**src/rtl/sample_gather8_pkg.sv**
```systemverilog
// ---------------------------------------------------------------------------
// sample_gather8_pkg
//   Shared definitions for the serial-to-parallel sample gatherer:
//     SG_W_DEFAULT : default sample width (signed two's complement)
//     SG_LANES     : samples per bundle (fixed at 8)
//     SG_IDX_W     : width of the fill index
//     SG_ADD_LAT   : pipeline depth of the downstream adder tree
//     sg_state_e   : gatherer FSM states {FILL, STALL}
// ---------------------------------------------------------------------------
package sample_gather8_pkg;

  localparam int unsigned SG_W_DEFAULT = 12;
  localparam int unsigned SG_LANES     = 8;
  localparam int unsigned SG_IDX_W     = 3;
  localparam int unsigned SG_ADD_LAT   = 5;

  // FILL : still collecting, or the output register is free.
  // STALL: last sample pending while an untaken bundle occupies the output.
  typedef enum logic {
    FILL  = 1'b0,
    STALL = 1'b1
  } sg_state_e;

endpackage

```
**src/rtl/sample_gather8_valid_delay.sv**
```systemverilog
// ---------------------------------------------------------------------------
// valid_delay_line
//   Fixed-depth shift register of valid bits, tracking bundles through the
//   downstream adder tree.
//   Ports:
//     clk_i   : clock, rising edge
//     rst_ni  : asynchronous active-low reset, clears every stage
//     valid_i : valid bit entering stage 0
//     valid_o : last stage (valid_i delayed by DEPTH edges)
// ---------------------------------------------------------------------------
module valid_delay_line
  import sample_gather8_pkg::*;
#(
  parameter int unsigned DEPTH = SG_ADD_LAT
) (
  input  logic clk_i,
  input  logic rst_ni,
  input  logic valid_i,
  output logic valid_o
);

  logic [DEPTH-1:0] stage_q;

  always_ff @(posedge clk_i or negedge rst_ni) begin
    if (!rst_ni) begin
      stage_q <= '0;
    end else begin
      stage_q[0] <= valid_i;
      for (int unsigned i = 1; i < DEPTH; i++) begin
        stage_q[i] <= stage_q[i-1];
      end
    end
  end

  assign valid_o = stage_q[DEPTH-1];

endmodule

```
**src/rtl/sample_gather8.sv**
```systemverilog
// ---------------------------------------------------------------------------
// sample_gather8
//   Gathers 8 serial signed samples into one parallel bundle for an adder
//   tree. Samples pass bit-exact; n0 carries the first sample of a bundle.
//   Ports:
//     clk        : clock, rising edge
//     rst_n      : asynchronous active-low reset
//     in_data    : serial sample (W bits)
//     in_valid   : in_data valid
//     in_ready   : block accepts in_data this cycle
//     n0..n7     : bundle lanes (W bits each)
//     out_valid  : bundle on n0..n7 valid
//     out_ready  : consumer takes the bundle this cycle
//     sum_valid  : adder-tree result valid (only with SAMPLE_GATHER_SUMVLD_EN)
//   Configuration macro: SAMPLE_GATHER_SUMVLD_EN adds the sum_valid port and
//   a SG_ADD_LAT-deep valid delay line fed by output transfers.
// ---------------------------------------------------------------------------
module sample_gather8
  import sample_gather8_pkg::*;
#(
  parameter int unsigned W = SG_W_DEFAULT
) (
  input  logic         clk,
  input  logic         rst_n,
  input  logic [W-1:0] in_data,
  input  logic         in_valid,
  output logic         in_ready,
  output logic [W-1:0] n0,
  output logic [W-1:0] n1,
  output logic [W-1:0] n2,
  output logic [W-1:0] n3,
  output logic [W-1:0] n4,
  output logic [W-1:0] n5,
  output logic [W-1:0] n6,
  output logic [W-1:0] n7,
  output logic         out_valid,
  input  logic         out_ready
`ifdef SAMPLE_GATHER_SUMVLD_EN
  ,
  output logic         sum_valid
`endif
);

  localparam logic [SG_IDX_W-1:0] LAST_IDX = SG_IDX_W'(SG_LANES - 1);

  sg_state_e           state_q, state_d;
  logic [SG_IDX_W-1:0] idx_q, idx_d;
  logic                out_valid_q, out_valid_d;

  // Only lanes 0..6 need fill storage: the 8th sample goes straight to n7.
  logic [W-1:0]        fill_q   [SG_LANES-1];
  logic [W-1:0]        bundle_q [SG_LANES];

  logic                in_xfer;
  logic                out_xfer;
  logic                load;

  // In STALL the last sample may only enter while the old bundle leaves.
  always_comb begin
    in_ready = (state_q == STALL) ? out_ready : 1'b1;
  end

  assign in_xfer  = in_valid & in_ready;
  assign out_xfer = out_valid_q & out_ready;
  assign load     = in_xfer & (idx_q == LAST_IDX);

  always_comb begin
    idx_d       = idx_q;
    out_valid_d = out_valid_q;
    if (in_xfer) begin
      idx_d = idx_q + SG_IDX_W'(1);
    end
    if (load) begin
      out_valid_d = 1'b1;
    end else if (out_xfer) begin
      out_valid_d = 1'b0;
    end
    // Registered state anticipates next cycle: last lane pending with the
    // output register still occupied.
    state_d = ((idx_d == LAST_IDX) && out_valid_d) ? STALL : FILL;
  end

  always_ff @(posedge clk or negedge rst_n) begin
    if (!rst_n) begin
      state_q     <= FILL;
      idx_q       <= '0;
      out_valid_q <= 1'b0;
      for (int unsigned i = 0; i < SG_LANES - 1; i++) begin
        fill_q[i] <= '0;
      end
      for (int unsigned i = 0; i < SG_LANES; i++) begin
        bundle_q[i] <= '0;
      end
    end else begin
      state_q     <= state_d;
      idx_q       <= idx_d;
      out_valid_q <= out_valid_d;
      if (in_xfer && (idx_q != LAST_IDX)) begin
        fill_q[idx_q] <= in_data;
      end
      if (load) begin
        for (int unsigned i = 0; i < SG_LANES - 1; i++) begin
          bundle_q[i] <= fill_q[i];
        end
        bundle_q[SG_LANES-1] <= in_data;
      end
    end
  end

  assign out_valid = out_valid_q;
  assign n0 = bundle_q[0];
  assign n1 = bundle_q[1];
  assign n2 = bundle_q[2];
  assign n3 = bundle_q[3];
  assign n4 = bundle_q[4];
  assign n5 = bundle_q[5];
  assign n6 = bundle_q[6];
  assign n7 = bundle_q[7];

`ifdef SAMPLE_GATHER_SUMVLD_EN
  valid_delay_line #(
    .DEPTH(SG_ADD_LAT)
  ) u_sum_vld (
    .clk_i  (clk),
    .rst_ni (rst_n),
    .valid_i(out_xfer),
    .valid_o(sum_valid)
  );
`endif

endmodule

```
**config.mk**
```make
export PLATFORM = sky130hd
export DESIGN_NAME = sample_gather8
export DESIGN_NICKNAME = d
export VERILOG_FILES = /design/src/rtl/sample_gather8_pkg.sv /design/src/rtl/sample_gather8_valid_delay.sv /design/src/rtl/sample_gather8.sv
export SDC_FILE = /design/constraint.sdc
export NUM_CORES = 1
export LEC_CHECK = 0
export ABC_CLOCK_PERIOD_IN_PS = 3000
export CORE_ASPECT_RATIO = 0.9
export CORE_MARGIN = 3
export CORE_UTILIZATION = 50
export CTS_CLUSTER_DIAMETER = 150
export DETAILED_ROUTE_END_ITERATION = 8
export DONT_BUFFER_PORTS = 1
export SYNTH_ARGS = -nofsm -noshare
export SYNTH_HDL_FRONTEND = slang
export SYNTH_HIERARCHICAL = 1
export SYNTH_SLANG_ARGS = --single-unit
```
**constraint.sdc**
```tcl
create_clock -name clk -period 3 [get_ports clk]
set_input_delay 0.9 -clock clk [delete_from_list [all_inputs] [get_ports clk]]
set_output_delay 0.9 -clock clk [all_outputs]
set_load 0.005 [all_outputs]
```
==> run_1/pins.png <==
Pins as bars across the die edge, other pins in grey.
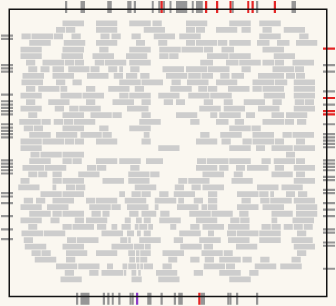
colour	port	pins	direction	edge
purple	in_ready	1	output	south
red	n4	12	output	7 north, 4 east, 1 south
all pins by edge	32 north, 30 east, 27 west, 25 south
y dimension of the die: 118.4 µm
IO buf count: 0

==> run_1/gate_families.png <==
The bar under the picture is 50 µm long.
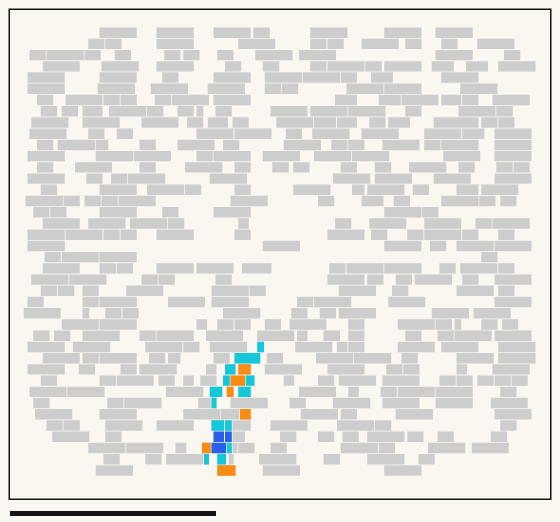
colour	family	cells
blue	inverting AOI/OAI gates	3
cyan	NAND gates	13
orange	NOR gates	6

==> run_1/metal_stack.png <==
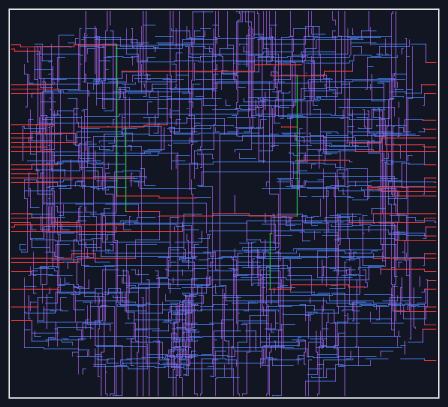
colour	layer	wire length
purple	met2	6550 µm
green	met4	132 µm
blue	met1	6330 µm
red	met3	988 µm
routed via count: 3439
mean routed wirelength per cell: 23.22 µm
wire length reported by the detailed router: 14000 µm
Total Routing Usage GR: 19.25%

==> run_1/final_clocks.png <==
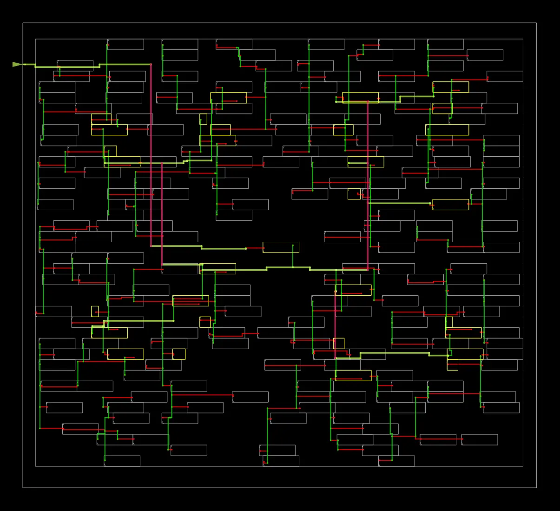
Post-Route Skew: 0.005875 ns
tally of clock buffers in the finished layout: 21
total number of sequential cells: 185

## run 1: metal layers
layer	up-vias	track usage [%]
li1	1505	-
met1	1845	26.72
met2	79	28.03
met3	10	7.592
met4	0	5.848
met5	-	0
## run 1: stage by stage
step | utilization [%] | worst slack [ns] | power, mW | cells | area [µm²]
2_1_floorplan | - | 0.6787 | 5.832 | 414 | 7015
3_3_place_gp | 53.37 | 0.5624 | 6.235 | 571 | 7212
3_5_place_dp | 53.37 | 0.5352 | 6.364 | 571 | 7212
4_1_cts | 57.62 | 0.5199 | 8.532 | 602 | 7786
5_1_grt | 57.62 | 0.4222 | 8.951 | 602 | 7786
6_report | 57.64 | 0.5144 | 8.414 | 603 | 7789
==> results_tabular.tex, run 1 <==
% Yosys + OpenROAD metrics
\begin{tabular}{lr}
\hline
Metric & Value \\
\hline
\multicolumn{2}{l}{\textbf{Run status}} \\
Run status & finished clean \\
\multicolumn{2}{l}{\textbf{Timing}} \\
Hold Violations, Final & 0 \\
Worst Tran Pin Value & 0.4498 ns \\
Fin. max-slew vios & 0 \\
Highest clock rate & 0.4023 GHz \\
Final Setup Violations & 0 \\
Final-layout worst hold slack & 0.1753 ns \\
Setup repair after global routing missed its margin & no \\
Sum of negative setup slack & 0 ns \\
Worst rel slew slack & 70.01\% \\
Final critical path time including I/O delays and setup & 2.486 ns \\
\multicolumn{2}{l}{\textbf{Detailed routing}} \\
Number of violations reported at the end of detailed-routing iteration 0 & 168 \\
Sum of met3 wire segment lengths after detailed routing & 988 µm \\
Antenna Violating Nets Remaining & 0 \\
DR top layer & met4 \\
DR DRC count & 0 \\
First-pass iteration count of the detailed router & 4 \\
Total length of routed met2 wires & 6553 µm \\
WL met1 & 6329 µm \\
Vias/cell & 5.703 \\
\multicolumn{2}{l}{\textbf{Finish}} \\
Proportion of layout cells with a drive suffix above 1 & 51.61\% \\
Sequential share of cell area & 59.44\% \\
Largest class & registers \\
Most frequent logic cells in the routed design & 185 x sky130\_fd\_sc\_hd\_\_dfrtp\_1, 171 x sky130\_fd\_sc\_hd\_\_mux2\_2, 17 x sky130\_fd\_sc\_hd\_\_clkbuf\_16 \\
Top logic cell by instance count in the layout & sky130\_fd\_sc\_hd\_\_dfrtp\_1 \\
Layout fillers & 1056 \\
Flip-flop and latch area & 0.004629 mm² \\
Share of final layout cell area taken by non-clock buffers & 0.9317\% \\
Gate Area & 0.002292 mm² \\
Biggest register & fill\_q \\
Logic share of the area & 29.43\% \\
Signal inverters & 2 \\
Buffer count excluding the clock tree in the final layout & 8 \\
Clock distribution area overhead in the final layout & 7.373\% \\
\# nets final & 440 \\
Logic Gate Count & 208 \\
\multicolumn{2}{l}{\textbf{Yosys}} \\
Arithmetic-cell share of the synthesized area counting full adders, half adders and majority gates & 0.3567\% \\
And+or+nand+nor area frac & 2.015\% \\
Gate count after technology mapping & 414 \\
Number of distinct library cells after synthesis & 28 \\
Cell accounting for the most synthesized area & sky130\_fd\_sc\_hd\_\_dfrtp\_1 \\
Yosys-reported design area after synthesis & 0.007015 mm² \\
Area share, top type & 65.99\% \\
Leading cell type by number of instances after synthesis & sky130\_fd\_sc\_hd\_\_dfrtp\_1 \\
Per-instance average area after synthesis & 16.95 µm² \\
Nets at Floorplan & 432 \\
Post-synth seq share & 65.99\% \\
Count of synthesis-stage warnings from yosys & 6 \\
Share of flip-flops with an asynchronous set or reset & 100.0\% \\
Synthesized registers & 185 \\
Post-Synthesis Cell Area & 0.007015 mm² \\
Predominant post-synthesis flop cell & sky130\_fd\_sc\_hd\_\_dfrtp\_1 \\
Share of synthesized cell area in and-or and or-and compound cells & 0.3210\% \\
Yosys Instances & 414 \\
Share of the synthesized netlist area taken by xor and xnor gates & 0.1248\% \\
\multicolumn{2}{l}{\textbf{Worst setup path}} \\
WP data required & 3.30 ns \\
Slowest cell delay on critical path & 0.58 ns \\
Top cell by count, worst path & sky130\_fd\_sc\_hd\_\_ha\_1 \\
Worst setup slack for register-to-register paths & 0.51 ns \\
Sort of element at the start of the critical path & flop \\
Crit Path Max Fanout & 12 \\
Cell breakdown of the critical path & ha\_1 > ha\_1 > or3b\_1 > or4\_4 > mux2\_4 \\
Worst flop-to-flop path startpoint & idx\_q[0] \\
Worst path buffer plus inverter count & 0 \\
Critical register-to-register path endpoint & fill\_q[32] \\
Family of cells with the greatest summed delay on the critical path & simple AND/OR/NAND/NOR gates \\
Type of the worst setup path & reg -> reg \\
Critical-path top delay cell & sky130\_fd\_sc\_hd\_\_or4\_4 \\
Startpoint of the most critical setup path & idx\_q[0] \\
Category of the worst setup path capture point & flop \\
Number of logic stages on the critical path including buffering & 5 \\
\multicolumn{2}{l}{\textbf{Clocking}} \\
Buffer count from post-CTS setup fixing & 0 \\
Clock sink count & 185 \\
CTS root buffer & sky130\_fd\_sc\_hd\_\_clkbuf\_16 \\
Inserted Clock Buffers & 17 \\
Number of buffers between clock root and the deepest sink & 2 \\
Clock input transition at the sequential cells of the worst setup and hold paths & 0.06 ns \\
Number of instances resized during post-cts repair & 0 \\
Number of H-tree levels & 4 \\
Hold buffer count at cts & 0 \\
Clock tree from TritonCTS & done \\
Insertion Delay late pin & 0.42 ns \\
\multicolumn{2}{l}{\textbf{Power and ir drop}} \\
Largest vdd supply drop & 0.5460 mV \\
Proportion of power drawn by flip-flops and latches & 53.8\% \\
Pint & 6.135 mW \\
Power drawn by the clock network & 2.14 mW \\
Share of total power in the clock network & 25.4\% \\
Cell leakage power & 3.546 nW \\
Top Consumer & sequential cells \\
Power per cell area & 1080 mW/mm² \\
Sequential power & 4.53 mW \\
Net Sw Frac & 27.08\% \\
Logic pwr share & 20.7\% \\
\multicolumn{2}{l}{\textbf{Die}} \\
Tap cells & 168 \\
Core Rows & 40 \\
Die X & 130.9 µm \\
Area of the die & 0.01549 mm² \\
Core outline area & 0.01351 mm² \\
\multicolumn{2}{l}{\textbf{Placed design}} \\
Weighted congestion reported at the end of routability-driven placement & 0.7098 \\
Estimated wirelength of the detail-placed design & 8639 µm \\
\multicolumn{2}{l}{\textbf{Global route}} \\
Overflow left after global routing & 0 \\
Global-route wire length before repair & 22000 µm \\
Largest net degree at the start of global routing & 186 \\
Antenna violations before repair & 0 \\
\multicolumn{2}{l}{\textbf{Min path}} \\
Type of the most critical hold path & in -> async \\
\multicolumn{2}{l}{\textbf{Run}} \\
Max capacitance violation total & 0 \\
\hline
\end{tabular}
==> run 2: changes to the inputs <==
ABC_CLOCK_PERIOD_IN_PS = 2500   (was 3000)
clock period = 2.5 ns   (was 3 ns; I/O delays follow)
==> run_2/final_clocks.png <==
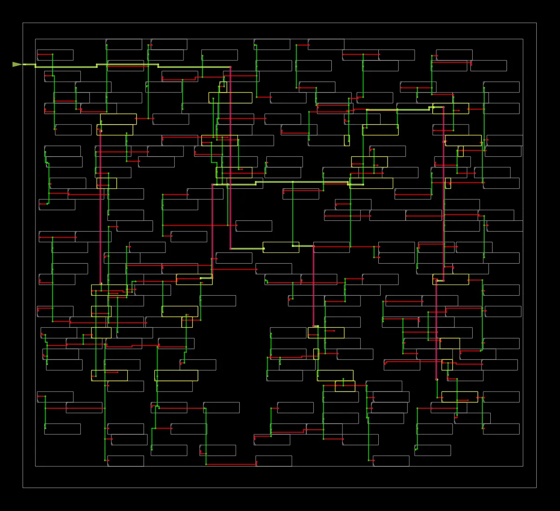
clock sink count: 185
Post-Route Skew: 0.009976 ns
Insertion Delay late pin: 0.42 ns
power drawn by the clock network: 2.76 mW

==> results_tabular.tex, run 2 <==
% Yosys + OpenROAD metrics
\begin{tabular}{lr}
\hline
Metric & Value \\
\hline
\multicolumn{2}{l}{\textbf{Worst setup path}} \\
Crit Path Max Fanout & 12 (unchanged) \\
Worst setup slack for register-to-register paths & 0.31 ns (was 0.51 ns) \\
Worst flop-to-flop path startpoint & idx\_q[0] (unchanged) \\
Slowest cell delay on critical path & 0.59 ns (was 0.58 ns) \\
CP Capture Point & fill\_q[26] (was fill\_q[32]) \\
Worst path buffer plus inverter count & 0 (unchanged) \\
Category of the worst setup path capture point & flop (unchanged) \\
WP data required & 2.81 ns (was 3.30 ns) \\
Top cell by count, worst path & sky130\_fd\_sc\_hd\_\_ha\_1 (unchanged) \\
Number of logic stages on the critical path including buffering & 5 (unchanged) \\
Startpoint of the most critical setup path & idx\_q[0] (unchanged) \\
Critical-path top delay cell & sky130\_fd\_sc\_hd\_\_or4\_4 (unchanged) \\
Sort of element at the start of the critical path & flop (unchanged) \\
Family of cells with the greatest summed delay on the critical path & simple AND/OR/NAND/NOR gates (unchanged) \\
Cell breakdown of the critical path & ha\_1 > ha\_1 > or3b\_1 > or4\_4 > mux2\_4 (unchanged) \\
Type of the worst setup path & reg -> reg (unchanged) \\
\multicolumn{2}{l}{\textbf{Die}} \\
Y dimension of the die & 118.4 µm (unchanged) \\
Core Rows & 40 (unchanged) \\
Core outline area & 0.01351 mm² (unchanged) \\
Area of the die & 0.01549 mm² (unchanged) \\
Die X & 130.9 µm (unchanged) \\
\multicolumn{2}{l}{\textbf{Yosys}} \\
Nets at Floorplan & 432 (unchanged) \\
Share of flip-flops with an asynchronous set or reset & 100.0\% (unchanged) \\
Gate count after technology mapping & 414 (unchanged) \\
Arithmetic-cell share of the synthesized area counting full adders, half adders and majority gates & 0.3567\% (unchanged) \\
Yosys Instances & 414 (unchanged) \\
Yosys-reported design area after synthesis & 0.007015 mm² (unchanged) \\
Share of the synthesized netlist area taken by xor and xnor gates & 0.1248\% (unchanged) \\
Leading cell type by number of instances after synthesis & sky130\_fd\_sc\_hd\_\_dfrtp\_1 (unchanged) \\
Per-instance average area after synthesis & 16.95 µm² (unchanged) \\
Area share, top type & 65.99\% (unchanged) \\
Predominant post-synthesis flop cell & sky130\_fd\_sc\_hd\_\_dfrtp\_1 (unchanged) \\
Post-Synthesis Cell Area & 0.007015 mm² (unchanged) \\
Most used standard cells in the synthesized netlist & 185 x sky130\_fd\_sc\_hd\_\_dfrtp\_1, 171 x sky130\_fd\_sc\_hd\_\_mux2\_2, 15 x sky130\_fd\_sc\_hd\_\_buf\_2 (unchanged) \\
Cell accounting for the most synthesized area & sky130\_fd\_sc\_hd\_\_dfrtp\_1 (unchanged) \\
Post-synth seq share & 65.99\% (unchanged) \\
Share of synthesized cell area in and-or and or-and compound cells & 0.3210\% (unchanged) \\
Number of distinct library cells after synthesis & 28 (unchanged) \\
Count of synthesis-stage warnings from yosys & 6 (unchanged) \\
And+or+nand+nor area frac & 2.015\% (unchanged) \\
Synthesized registers & 185 (unchanged) \\
\multicolumn{2}{l}{\textbf{Power and ir drop}} \\
Share of total power in the clock network & 26.6\% (was 25.4\%) \\
Power consumption & 10.36 mW (was 8.414 mW) \\
Largest vdd supply drop & 0.6333 mV (was 0.5460 mV) \\
Net Sw Frac & 26.16\% (was 27.08\%) \\
Power per cell area & 1305 mW/mm² (was 1080 mW/mm²) \\
Pint & 7.652 mW (was 6.135 mW) \\
Cell leakage power & 3.620 nW (was 3.546 nW) \\
Top Consumer & sequential cells (unchanged) \\
Net switching power & 2.711 mW (was 2.278 mW) \\
Sequential power & 5.41 mW (was 4.53 mW) \\
Logic pwr share & 21.1\% (was 20.7\%) \\
\multicolumn{2}{l}{\textbf{Finish}} \\
Biggest register & fill\_q (unchanged) \\
Tally of non-filler cells in the final layout & 611 (was 603) \\
Proportion of layout cells with a drive suffix above 1 & 50.79\% (was 51.61\%) \\
Final core area utilization & 58.75\% (was 57.64\%) \\
Most frequent logic cells in the routed design & 185 x sky130\_fd\_sc\_hd\_\_dfrtp\_1, 171 x sky130\_fd\_sc\_hd\_\_mux2\_2, 17 x sky130\_fd\_sc\_hd\_\_clkbuf\_16 (unchanged) \\
Top logic cell by instance count in the layout & sky130\_fd\_sc\_hd\_\_dfrtp\_1 (unchanged) \\
\# nets final & 448 (was 440) \\
\multicolumn{2}{l}{\textbf{Clocking}} \\
Number of buffers between clock root and the deepest sink & 2 (unchanged) \\
Clock input transition at the sequential cells of the worst setup and hold paths & 0.06 ns (about the same) \\
Clock tree from TritonCTS & done (unchanged) \\
Number of H-tree levels & 4 (unchanged) \\
CTS root buffer & sky130\_fd\_sc\_hd\_\_clkbuf\_16 (unchanged) \\
Number of instances resized during post-cts repair & 0 (unchanged) \\
Inserted Clock Buffers & 17 (unchanged) \\
Hold buffer count at cts & 0 (unchanged) \\
Buffer count from post-CTS setup fixing & 0 (unchanged) \\
\multicolumn{2}{l}{\textbf{Global route}} \\
Antenna violations before repair & 0 (unchanged) \\
Total Routing Usage GR & 18.84\% (was 19.25\%) \\
Layer with the highest usage & met2 (unchanged) \\
Overflow left after global routing & 0 (unchanged) \\
Vias in the first global route & 3579 (was 3678) \\
Global routing met3 resource utilization & 6.507\% (was 7.592\%) \\
Met2 usage in global routing & 28.38\% (was 28.03\%) \\
Met1 GRT Util & 25.02\% (was 26.72\%) \\
Largest net degree at the start of global routing & 186 (unchanged) \\
Global-route wire length before repair & 21400 µm (was 22000 µm) \\
\multicolumn{2}{l}{\textbf{Detailed routing}} \\
Sum of met3 wire segment lengths after detailed routing & 917 µm (was 988 µm) \\
Number of violations reported at the end of detailed-routing iteration 0 & 142 (was 168) \\
Mean routed wirelength per cell & 23.07 µm (was 23.22 µm) \\
DR DRC count & 0 (unchanged) \\
Antenna Violating Nets Remaining & 0 (unchanged) \\
Routed via count & 3463 (was 3439) \\
First-pass iteration count of the detailed router & 4 (unchanged) \\
Total length of routed met2 wires & 6775 µm (was 6553 µm) \\
Wire length reported by the detailed router & 14100 µm (was 14000 µm) \\
WL met1 & 6205 µm (was 6329 µm) \\
Vias/cell & 5.668 (was 5.703) \\
DR top layer & met4 (unchanged) \\
\multicolumn{2}{l}{\textbf{Placed design}} \\
Total cell area at the placement stage & 0.007279 mm² (was 0.007212 mm²) \\
Setup Slack @ Placement & 0.3038 ns (was 0.5352 ns) \\
Number of cells in the design after placement & 575 (was 571) \\
Weighted congestion reported at the end of routability-driven placement & 0.7218 (was 0.7098) \\
IO buf count & 0 (unchanged) \\
Estimated wirelength of the detail-placed design & 8855 µm (was 8639 µm) \\
\multicolumn{2}{l}{\textbf{Run}} \\
Max capacitance violation total & 0 (unchanged) \\
\multicolumn{2}{l}{\textbf{Timing}} \\
Final-layout worst hold slack & 0.02634 ns (was 0.1753 ns) \\
Fin. max-slew vios & 0 (unchanged) \\
Final critical path time including I/O delays and setup & 2.193 ns (was 2.486 ns) \\
Highest clock rate & 0.4560 GHz (was 0.4023 GHz) \\
Setup repair after global routing missed its margin & no (unchanged) \\
Minimum setup slack in the final design & 0.3069 ns (was 0.5144 ns) \\
Worst Tran Pin Value & 0.3864 ns (was 0.4498 ns) \\
Hold Violations, Final & 0 (unchanged) \\
\multicolumn{2}{l}{\textbf{Min path}} \\
Type of the most critical hold path & in -> async (unchanged) \\
\multicolumn{2}{l}{\textbf{Run status}} \\
Run status & finished clean (unchanged) \\
\hline
\end{tabular}
==> run 2: cell counts after synthesis <==
Identical to the previous run, type by type.
==> run 2: cell families (layout without fill, tap and decap cells) <==
logic type / after synthesis / count (layout)
flops: 185 / 185
compound gates: 3 / 3
xor+xnor: 1 / 1
simple gates: 21 / 21
buf+inv: 21 / 50
mux: 181 / 181
fa+ha+maj: 2 / 2
==> run 2: final cells by class <==
cell class                      instances  area, µm²
Clock buffer                           26      509.2
Clock inverter                          6      110.1
Fill cell                            1063       5574
Inverter                                2      7.507
Multi-Input combinational cell        208       2292
Sequential cell                       185       4629
Tap cell                              168      210.2
Timing Repair Buffer                   16      180.2
==> run 3: changes to the inputs <==
CELL_PAD_IN_SITES_DETAIL_PLACEMENT = 0   (was default)
CELL_PAD_IN_SITES_GLOBAL_PLACEMENT = 1   (was default)
GPL_TIMING_DRIVEN = 0   (was default)
PLACE_DENSITY_LB_ADDON = 0.1   (was default)
==> run_3/final_clocks.png <==
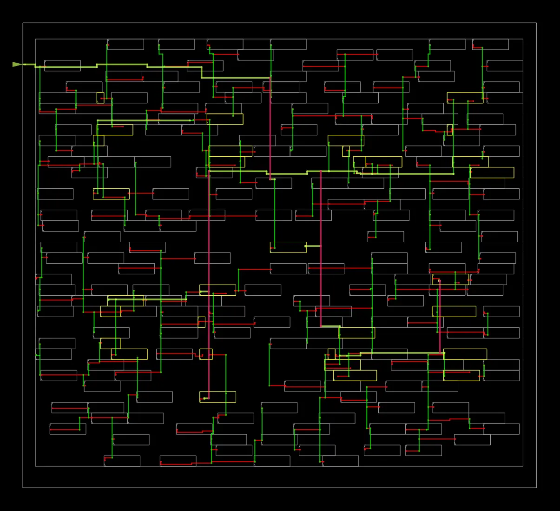
tally of clock buffers in the finished layout: 20
Post-Route Skew: 0.008319 ns

==> results_tabular.tex, run 3 <==
% Yosys + OpenROAD metrics
\begin{tabular}{lr}
\hline
Metric & Value \\
\hline
\multicolumn{2}{l}{\textbf{Yosys}} \\
Post-Synthesis Cell Area & 0.007015 mm² (unchanged) \\
Number of synthesized flops with an enable pin & 0 (unchanged) \\
Share of the synthesized netlist area taken by xor and xnor gates & 0.1248\% (unchanged) \\
Nets at Floorplan & 432 (unchanged) \\
Most used standard cells in the synthesized netlist & 185 x sky130\_fd\_sc\_hd\_\_dfrtp\_1, 171 x sky130\_fd\_sc\_hd\_\_mux2\_2, 15 x sky130\_fd\_sc\_hd\_\_buf\_2 (unchanged) \\
And+or+nand+nor area frac & 2.015\% (unchanged) \\
Yosys-reported design area after synthesis & 0.007015 mm² (unchanged) \\
Predominant post-synthesis flop cell & sky130\_fd\_sc\_hd\_\_dfrtp\_1 (unchanged) \\
Share of flip-flops with an asynchronous set or reset & 100.0\% (unchanged) \\
Count of synthesis-stage warnings from yosys & 6 (unchanged) \\
Post-synth seq share & 65.99\% (unchanged) \\
Arithmetic-cell share of the synthesized area counting full adders, half adders and majority gates & 0.3567\% (unchanged) \\
Number of distinct library cells after synthesis & 28 (unchanged) \\
Gate count after technology mapping & 414 (unchanged) \\
Area share, top type & 65.99\% (unchanged) \\
Per-instance average area after synthesis & 16.95 µm² (unchanged) \\
Synthesized registers & 185 (unchanged) \\
Share of synthesized cell area in and-or and or-and compound cells & 0.3210\% (unchanged) \\
Cell accounting for the most synthesized area & sky130\_fd\_sc\_hd\_\_dfrtp\_1 (unchanged) \\
Yosys Instances & 414 (unchanged) \\
Leading cell type by number of instances after synthesis & sky130\_fd\_sc\_hd\_\_dfrtp\_1 (unchanged) \\
\multicolumn{2}{l}{\textbf{Timing}} \\
Worst rel slew slack & 64.77\% (was 74.19\%) \\
Final-layout worst hold slack & 0.03087 ns (was 0.02634 ns) \\
Setup repair after global routing missed its margin & no (unchanged) \\
Sum of negative setup slack & 0 ns (unchanged) \\
Final critical path time including I/O delays and setup & 2.351 ns (was 2.193 ns) \\
Worst Tran Pin Value & 0.5241 ns (was 0.3864 ns) \\
Minimum setup slack in the final design & 0.1488 ns (was 0.3069 ns) \\
Highest clock rate & 0.4253 GHz (was 0.4560 GHz) \\
Hold Violations, Final & 0 (unchanged) \\
Fin. max-slew vios & 0 (unchanged) \\
Final Setup Violations & 0 (unchanged) \\
\multicolumn{2}{l}{\textbf{Worst setup path}} \\
Critical-path top delay cell & sky130\_fd\_sc\_hd\_\_or4\_4 (unchanged) \\
Number of logic stages on the critical path including buffering & 6 (was 5) \\
Startpoint of the most critical setup path & idx\_q[1] (was idx\_q[0]) \\
Slowest cell delay on critical path & 0.48 ns (was 0.59 ns) \\
Crit Path Max Fanout & 10 (was 12) \\
Family of cells with the greatest summed delay on the critical path & simple AND/OR/NAND/NOR gates (unchanged) \\
Critical register-to-register path endpoint & fill\_q[32] (was fill\_q[26]) \\
Sort of element at the start of the critical path & flop (unchanged) \\
Worst setup slack for register-to-register paths & 0.15 ns (was 0.31 ns) \\
Worst path buffer plus inverter count & 1 (was 0) \\
Cell breakdown of the critical path & ha\_1 > ha\_2 > or3b\_1 > or4\_4 > buf\_6 > mux2\_4 (was ha\_1 > ha\_1 > or3b\_1 > or4\_4 > mux2\_4) \\
Category of the worst setup path capture point & flop (unchanged) \\
CP Capture Point & fill\_q[32] (was fill\_q[26]) \\
Type of the worst setup path & reg -> reg (unchanged) \\
Worst flop-to-flop path startpoint & idx\_q[1] (was idx\_q[0]) \\
WP data required & 2.81 ns (about the same) \\
\multicolumn{2}{l}{\textbf{Finish}} \\
Top logic cell by instance count in the layout & sky130\_fd\_sc\_hd\_\_dfrtp\_1 (unchanged) \\
Proportion of layout cells with a drive suffix above 1 & 52.55\% (was 50.79\%) \\
Most frequent logic cells in the routed design & 184 x sky130\_fd\_sc\_hd\_\_dfrtp\_1, 171 x sky130\_fd\_sc\_hd\_\_mux2\_2, 17 x sky130\_fd\_sc\_hd\_\_clkbuf\_16 (was 185 x sky130\_fd\_sc\_hd\_\_dfrtp\_1, 171 x sky130\_fd\_sc\_hd\_\_mux2\_2, 17 x sky130\_fd\_sc\_hd\_\_clkbuf\_16) \\
Final core area utilization & 58.91\% (was 58.75\%) \\
\# nets final & 456 (was 448) \\
Tally of non-filler cells in the final layout & 619 (was 611) \\
Final standard cell area without fillers & 0.007960 mm² (was 0.007939 mm²) \\
Biggest register & fill\_q (unchanged) \\
Area Overhead vs Synth & 13.47\% (was 13.16\%) \\
\multicolumn{2}{l}{\textbf{Die}} \\
Y dimension of the die & 118.4 µm (unchanged) \\
Core Rows & 40 (unchanged) \\
Core outline area & 0.01351 mm² (unchanged) \\
Number of top-level design ports & 114 (unchanged) \\
Die X & 130.9 µm (unchanged) \\
Area of the die & 0.01549 mm² (unchanged) \\
\multicolumn{2}{l}{\textbf{Global route}} \\
Largest net degree at the start of global routing & 140 (was 186) \\
Overflow left after global routing & 0 (unchanged) \\
Vias in the first global route & 3738 (was 3579) \\
Global-route wire length before repair & 22040 µm (was 21400 µm) \\
Met1 GRT Util & 25.85\% (was 25.02\%) \\
Total Routing Usage GR & 19.46\% (was 18.84\%) \\
Antenna violations before repair & 0 (unchanged) \\
Global routing met3 resource utilization & 7.592\% (was 6.507\%) \\
Met2 usage in global routing & 29.02\% (was 28.38\%) \\
Layer with the highest usage & met2 (unchanged) \\
\multicolumn{2}{l}{\textbf{Clocking}} \\
Clock sink count & 185 (unchanged) \\
Insertion Delay late pin & 0.43 ns (was 0.42 ns) \\
Inserted Clock Buffers & 17 (unchanged) \\
Number of H-tree levels & 4 (unchanged) \\
Clock input transition at the sequential cells of the worst setup and hold paths & 0.07 ns (was 0.06 ns) \\
Number of buffers between clock root and the deepest sink & 2 (unchanged) \\
CTS root buffer & sky130\_fd\_sc\_hd\_\_clkbuf\_16 (unchanged) \\
Clock tree from TritonCTS & done (unchanged) \\
\multicolumn{2}{l}{\textbf{Run}} \\
Max capacitance violation total & 0 (unchanged) \\
\multicolumn{2}{l}{\textbf{Detailed routing}} \\
Wire length reported by the detailed router & 14360 µm (was 14100 µm) \\
Routed via count & 3530 (was 3463) \\
Antenna Violating Nets Remaining & 0 (unchanged) \\
Total length of routed met2 wires & 6793 µm (was 6775 µm) \\
Mean routed wirelength per cell & 23.20 µm (was 23.07 µm) \\
DR top layer & met4 (unchanged) \\
Vias/cell & 5.703 (was 5.668) \\
WL met1 & 6226 µm (was 6205 µm) \\
First-pass iteration count of the detailed router & 4 (unchanged) \\
DR DRC count & 0 (unchanged) \\
Sum of met3 wire segment lengths after detailed routing & 1182 µm (was 917 µm) \\
Number of violations reported at the end of detailed-routing iteration 0 & 177 (was 142) \\
\multicolumn{2}{l}{\textbf{Min path}} \\
Type of the most critical hold path & in -> async (unchanged) \\
\multicolumn{2}{l}{\textbf{Power and ir drop}} \\
Largest vdd supply drop & 0.5961 mV (was 0.6333 mV) \\
Power per cell area & 1316 mW/mm² (was 1305 mW/mm²) \\
Cell leakage power & 3.630 nW (was 3.620 nW) \\
Power consumption & 10.47 mW (was 10.36 mW) \\
\multicolumn{2}{l}{\textbf{Placed design}} \\
Estimated wirelength of the detail-placed design & 8917 µm (was 8855 µm) \\
Setup Slack @ Placement & -0.1782 ns (was 0.3038 ns) \\
Weighted congestion reported at the end of routability-driven placement & 0.7694 (was 0.7218) \\
Total cell area at the placement stage & 0.007226 mm² (was 0.007279 mm²) \\
IO buf count & 0 (unchanged) \\
Number of cells in the design after placement & 582 (was 575) \\
\multicolumn{2}{l}{\textbf{Run status}} \\
Run status & finished clean (unchanged) \\
\hline
\end{tabular}
==> run 3: cell counts after synthesis <==
No cell type changed its count.
==> run 3: power by group <==
group / switching (mW) / total (mW) / internal [mW]
Sequential: 0.961 / 5.41 / 4.44
Clock: 1.10 / 2.92 / 1.83
Combinational: 0.683 / 2.14 / 1.46
Total: 2.74 / 10.5 / 7.73
==> run 3: area by class of cell <==
cell class / instances / area (µm²)
clock inverter: 12 / 195.2
fill: 1079 / 5553
inverter: 2 / 7.507
timing repair buffer: 5 / 67.56
multi-input combinational: 208 / 2287
buffer: 19 / 105.1
tap: 168 / 210.2
sequential: 185 / 4631
clock buffer: 20 / 456.7
==> run 3: repair_timing <==
action | CTS | global route
buffers inserted | 0 | 0
hold buffers | 2 | 3
endpoints found under the setup margin | 10 | 38
hold endpoints to repair | 42 | 3
gates resized | 1 | 3
Power figures rest on the tool's default switching activity, not on a simulated workload.
